detail.png
Bar = 20 um. Region (0, 0) to (50, 50) um. Cells in grey, sequential cells in the stronger grey; small squares are vias.
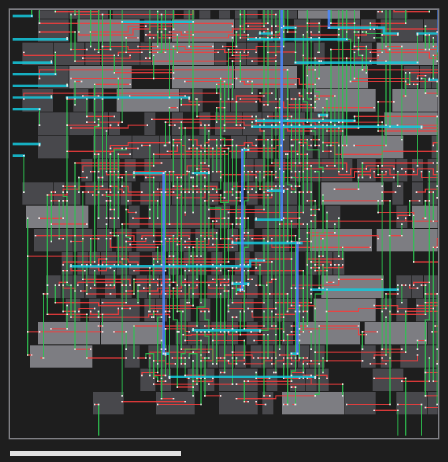
placement.png
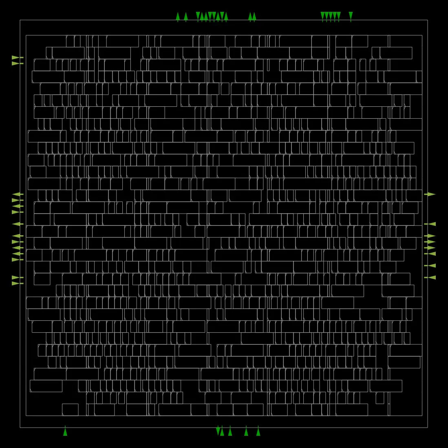
placement_by_type.png
Fill, decap, tap and diode cells in grey.
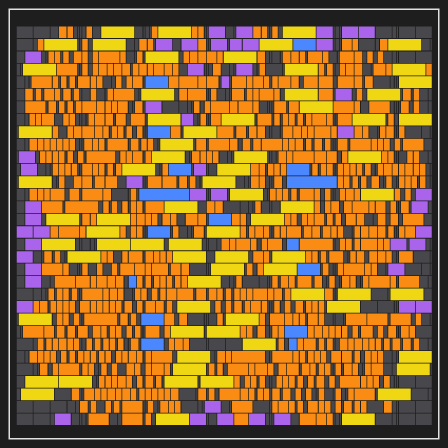
flops_by_reg.png
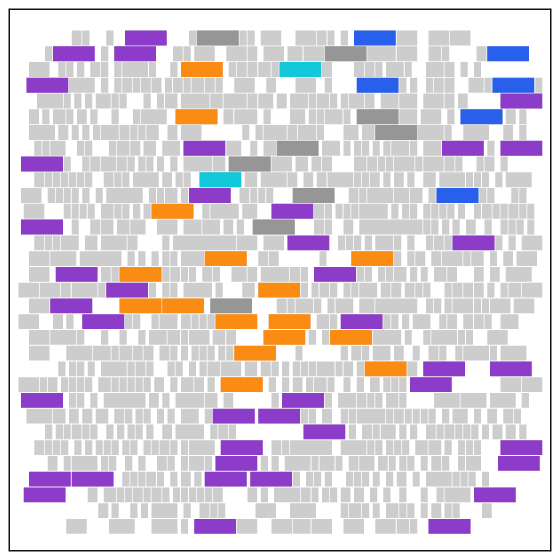
metal_density.png
Bar = 20 um. 19 x 19 tiles, from black (low) to pale yellow (high), scaled to the fullest tile. Values are wire area over tile area, all layers added.
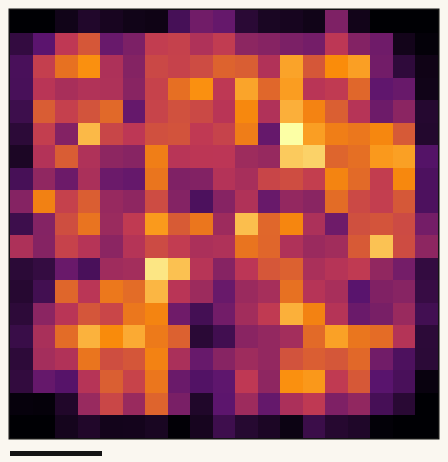
`src/rtl/mvm_partial_accum.sv`:
```
// Partial-sum accumulator behind the stochastic MVM stage: sums N signed 4-lane partials, saturates, hands off via valid/ready.
// Optional build macro MVM_ACC_RELU_EN: clamp negative lane sums to zero before saturation.
module mvm_partial_accum #(
  parameter int LANES = 4,
  parameter int IN_W  = 4,
  parameter int CNT_W = 6,
  parameter int ACC_W = 10,
  parameter int OUT_W = 4
) (
  input  logic                   i_clk_acc,
  input  logic                   i_rst_acc,
  input  logic                   i_start_acc,
  input  logic [CNT_W-1:0]       i_num_terms,
  input  logic                   i_ismvm,
  input  logic [LANES*IN_W-1:0]  i_wx_result,
  input  logic                   i_ready,
  output logic                   o_valid,
  output logic [LANES*OUT_W-1:0] o_acc_out,
  output logic                   o_sat,
  output logic                   o_busy
);

  // The accumulator must hold N full-scale partials without wrapping.
  if (ACC_W < IN_W + CNT_W) begin : g_acc_w_check
    $error("mvm_partial_accum: ACC_W must be >= IN_W + CNT_W");
  end

  localparam int SAT_MAX_I = (1 << (OUT_W - 1)) - 1;
  localparam int SAT_MIN_I = -(1 << (OUT_W - 1));
  localparam logic signed [ACC_W-1:0] SAT_MAX = ACC_W'(SAT_MAX_I);
  localparam logic signed [ACC_W-1:0] SAT_MIN = ACC_W'(SAT_MIN_I);

  typedef enum logic [1:0] {
    S_IDLE  = 2'd0,
    S_ACCUM = 2'd1,
    S_OUT   = 2'd2
  } state_e;

  state_e                   state_q, state_d;
  logic                     ismvm_q;
  logic [CNT_W-1:0]         n_q, n_d;
  logic [CNT_W-1:0]         term_cnt_q, term_cnt_d;
  logic signed [ACC_W-1:0]  acc_q [LANES];
  logic signed [ACC_W-1:0]  acc_d [LANES];
  logic [LANES*OUT_W-1:0]   acc_out_q, acc_out_d;
  logic                     sat_q, sat_d;
  logic                     valid_q, valid_d;

  logic                     strb_w;
  logic signed [ACC_W-1:0]  sum_w [LANES];
  logic [LANES*OUT_W-1:0]   clamped_w;
  logic                     sat_any_w;

  // A partial is presented in the first cycle the MVM busy flag is seen low.
  assign strb_w = ismvm_q & ~i_ismvm;

  // Per-lane next sum and its saturated view, consumed only on the final strobe.
  always_comb begin
    clamped_w = '0;
    sat_any_w = 1'b0;
    for (int k = 0; k < LANES; k++) begin
      logic [IN_W-1:0] lane;
      lane     = i_wx_result[k*IN_W +: IN_W];
      sum_w[k] = acc_q[k] + {{(ACC_W-IN_W){lane[IN_W-1]}}, lane};
`ifdef MVM_ACC_RELU_EN
      if (sum_w[k][ACC_W-1]) begin
        clamped_w[k*OUT_W +: OUT_W] = '0;
      end else if (sum_w[k] > SAT_MAX) begin
        clamped_w[k*OUT_W +: OUT_W] = SAT_MAX[OUT_W-1:0];
        sat_any_w = 1'b1;
      end else begin
        clamped_w[k*OUT_W +: OUT_W] = sum_w[k][OUT_W-1:0];
      end
`else
      if (sum_w[k] > SAT_MAX) begin
        clamped_w[k*OUT_W +: OUT_W] = SAT_MAX[OUT_W-1:0];
        sat_any_w = 1'b1;
      end else if (sum_w[k] < SAT_MIN) begin
        clamped_w[k*OUT_W +: OUT_W] = SAT_MIN[OUT_W-1:0];
        sat_any_w = 1'b1;
      end else begin
        clamped_w[k*OUT_W +: OUT_W] = sum_w[k][OUT_W-1:0];
      end
`endif
    end
  end

  // NOTE: every signal driven here gets a default first so no path can infer a latch.
  always_comb begin
    state_d    = state_q;
    n_d        = n_q;
    term_cnt_d = term_cnt_q;
    acc_d      = acc_q;
    acc_out_d  = acc_out_q;
    sat_d      = sat_q;
    valid_d    = valid_q;

    unique case (state_q)
      S_IDLE, S_ACCUM: begin
        if (i_start_acc) begin
          // Start wins over a coincident strobe: the new vector begins empty.
          state_d    = S_ACCUM;
          term_cnt_d = '0;
          n_d        = (i_num_terms == '0) ? CNT_W'(1) : i_num_terms;
          for (int k = 0; k < LANES; k++) acc_d[k] = '0;
        end else if (state_q == S_ACCUM && strb_w) begin
          acc_d      = sum_w;
          term_cnt_d = term_cnt_q + CNT_W'(1);
          if (term_cnt_q == n_q - CNT_W'(1)) begin
            state_d   = S_OUT;
            acc_out_d = clamped_w;
            sat_d     = sat_any_w;
            valid_d   = 1'b1;
          end
        end
      end
      S_OUT: begin
        if (i_ready) begin
          state_d = S_IDLE;
          valid_d = 1'b0;
        end
      end
      default: begin
        state_d = S_IDLE;
        valid_d = 1'b0;
      end
    endcase
  end

  // NOTE: state uses non-blocking assignments so all registers update from pre-edge values.
  // NOTE: the lane accumulators are a handful of flops, not a RAM, so they are reset like any register.
  always_ff @(posedge i_clk_acc) begin
    if (i_rst_acc) begin
      state_q    <= S_IDLE;
      ismvm_q    <= 1'b0;
      n_q        <= '0;
      term_cnt_q <= '0;
      acc_out_q  <= '0;
      sat_q      <= 1'b0;
      valid_q    <= 1'b0;
      for (int k = 0; k < LANES; k++) acc_q[k] <= '0;
    end else begin
      state_q    <= state_d;
      ismvm_q    <= i_ismvm;
      n_q        <= n_d;
      term_cnt_q <= term_cnt_d;
      acc_out_q  <= acc_out_d;
      sat_q      <= sat_d;
      valid_q    <= valid_d;
      for (int k = 0; k < LANES; k++) acc_q[k] <= acc_d[k];
    end
  end

  assign o_valid   = valid_q;
  assign o_acc_out = acc_out_q;
  assign o_sat     = sat_q;
  assign o_busy    = (state_q != S_IDLE);

endmodule
```
`config.mk`:
```
export PLATFORM = sky130hd
export DESIGN_NAME = mvm_partial_accum
export DESIGN_NICKNAME = d
export VERILOG_FILES = /design/src/rtl/mvm_partial_accum.sv
export SDC_FILE = /design/constraint.sdc
export NUM_CORES = 1
export LEC_CHECK = 0
export ABC_AREA = 1
export CAP_MARGIN = 20
export CORE_UTILIZATION = 64
export DETAILED_ROUTE_END_ITERATION = 6
export GPL_ROUTABILITY_DRIVEN = 0
export PLACE_DENSITY_LB_ADDON = 0.12
export SLEW_MARGIN = 5
export SYNTH_ARGS = -nofsm -noshare
export SYNTH_HDL_FRONTEND = slang
export SYNTH_SLANG_ARGS = --single-unit
```
`constraint.sdc`:
```
create_clock -name i_clk_acc -period 4.19 [get_ports i_clk_acc]
set_input_delay 0.419 -clock i_clk_acc [delete_from_list [all_inputs] [get_ports i_clk_acc]]
set_output_delay 0.419 -clock i_clk_acc [all_outputs]
set_load 0.01 [all_outputs]
```
==> notes.org <==
#+TITLE: Synthesis and PnR summary

** Outcome
- The flow ran to the end, and the final reports show no timing, DRC or antenna violations.

** Critical path
- Broken down by cell family, the worst path's largest delay share belongs to simple AND/OR/NAND/NOR gates.
- Cell depth of the worst flop-to-flop path :: 17
- Classification of the worst setup path :: primary input to register
- According to the timing report, the critical path is captured at o_sat.
- Worst endpoint data arrival time :: 2.96 ns
- Launch point of the worst path :: i_wx_result[0]
- The timing report shows that the slowest cell on the worst path is sky130_fd_sc_hd__clkdlybuf4s50_1.
- Along the worst path, the maximum fanout reaches 4.
- All stages included, the depth of the critical timing path comes to 18.
- WP data required :: 4.45 ns

** STA
- Worst Hold Slack :: around 0.47 ns
- Setup violators final :: 0
- The final timing report lists clock skew as 0.0142 ns.
- Counting pins that exceed their max-slew limit in the final report gives 0.
- RSZ-0062 raised after global routing :: no
- Post-layout min period :: between 2 and 3 ns
- Once routing completed, OpenROAD measured the worst setup slack at 1.48 ns.

** Pwr
- Per the summary, power density relative to cell area is 262 nW/um^2.
- The power report attributes to the combinational group a share of 0.148.
- Of the total power, registers draw 0.444.
- Leakage :: 2.90 nW
- Clk pwr share :: 0.408

** Layout
- There are 73 flip-flops and latches.
- The most common logic cells in the final layout are sky130_fd_sc_hd__nand2_1, sky130_fd_sc_hd__inv_1, sky130_fd_sc_hd__dfxtp_1.
- Counting only logic cells after layout, the most numerous master is sky130_fd_sc_hd__nand2_1.
- Count of multi-input combinational gates :: 626
- Cell kind with the greatest summed area :: multi-input combinational cells
- Number of logic inverters in the finished layout :: about 120
- After layout, the buffer instance count without clock buffers stands at 48.
- Of the total standard cell area in the layout, the multi-input combinational portion is 0.552.
- CLK BUF :: 11
- Fraction of area in non-clock buffers :: 0.0771
- The fraction of final cell area spent on clock buffers and inverters in this run is 0.0377.

** Logic synthesis
- Synthesis area per yosys :: 5330 sq um
- The warning tally printed by Yosys for this design is 0.
- For reference, the top cells by count after synthesis are sky130_fd_sc_hd__nand2_1, sky130_fd_sc_hd__inv_1, sky130_fd_sc_hd__dfxtp_1.
- Among all flip-flop cells after synthesis, the most frequent one is sky130_fd_sc_hd__dfxtp_1.
- In this run, distinct cell masters in the synthesized netlist total approximately 40.
- Largest area contributor in the netlist :: sky130_fd_sc_hd__dfxtp_1
- Per the post-synthesis stats, the area per cell is roughly 6.4 sq um.
- Synthesis-stage register bit count :: 73
- In the post-synthesis netlist, the cell with the most instances is sky130_fd_sc_hd__nand2_1.
- Post-synthesis cell count from yosys :: 832
- Sequential element share of the synthesized area :: 0.274
- The number of nets in the synthesized netlist is around 900.

** Detailed routing
- After detailed routing, the number of remaining DRC violations is 0.
- The routed design shows a via density per instance of 5.57.
- Routed metal-1 wirelength :: 5840 um
- Uppermost routed layer :: met4

** Placed design
- Post-Place Setup Slack :: 1.21 ns
- Note, the detailed placer reported a final HPWL of 9840 um.
- Once placement completed, the tool counted placed cells totaling 964.

** Global routing
- The global route stage reports its total congestion overflow as 0.
- Entering global routing, the biggest net connects 59 pins.

** Clock network
- The number of gates resized after CTS was 0.
- TritonCTS built the clock tree.
- Number of clock sinks seen by CTS :: around 73
- Clock insertion delay at the later pin of the skew report :: 0.36 ns
- The clock passes through at most 2 buffers.
- Clock-pin slew of the registers on the worst-case setup and hold paths :: 0.08 ns
- The number of clock buffers added by TritonCTS is 9.

** Floorplanning
- Die height :: 93.3 um

** Job
- The report counts max-capacitance violations totalling 0.
About detail.png:
Green marks metal 2. Red marks metal 1. Cyan marks metal 3. Blue marks metal 4.
246 logic cells have their middle in the window. Most frequent: nand2_1 (86), inv_1 (28), dfxtp_1 (25). Netlist names of flops here include acc_q (15), o_acc_out (9). Sequential cells in the window: 25.

About placement.png:
Seq area share: 0.241
Placement Rows: 32
total core area: 7890 sq um
tap cell count: 102
filler-free cell count of the finished design: 980

About placement_by_type.png:
Blue marks clock drivers and dummy loads, cells 16. Yellow marks flops, cells 73. Purple marks other buffers and delay cells, cells 48. Orange marks combinational and other logic, cells 741.
design area: 6070 sq um
post-route core utilization: 0.770

About flops_by_reg.png:
Blue marks n_q, sequential cells 6, where top right. Purple marks acc_q, sequential cells 40, where all over the die. Orange marks o_acc_out, sequential cells 16. Cyan marks state_q, sequential cells 2.
Another 9 sequential cells are not coloured.
power in sequential cells: 0.000706 W
Sequential Area: 1460 sq um

About metal_density.png:
The mean over all tiles is 0.25. The fullest tile reaches 0.60. 4.2% of the tiles are nearly empty. 39% of the tiles are over half the peak.
Post-Route WL: 13500 um
global router's overall resource usage: 0.322
final routed wire length divided by cell count: 13.8 um
via count: 5454

-- metal layers --
| metal | vias to the layer above | global-route usage |
|---|---|---|
| li1 | 2751 | - |
| met1 | 2475 | 0.389 |
| met2 | 190 | 0.566 |
| met3 | 38 | 0.0415 |
| met4 | 0 | 0.151 |
| met5 | - | 0 |
-- sequential cells by signal (all words and copies together), names as in the netlist --
| register | flops |
|---|---|
| term_cnt_q | 6 |
| ismvm_q | 1 |
| o_valid | 1 |
| state_q | 2 |
| n_q | 6 |
| o_sat | 1 |
| acc_q | 40 |
| o_acc_out | 16 |
-- logic make-up after synthesis --
family	synth area share
flip-flops	0.274
AND/OR/NAND/NOR	0.378
XOR/XNOR	0.0296
buffers and inverters	0.0974
adder cells (fa/ha/maj)	0.104
AND-OR/OR-AND	0.117
Power figures rest on the tool's default switching activity, not on a simulated workload.
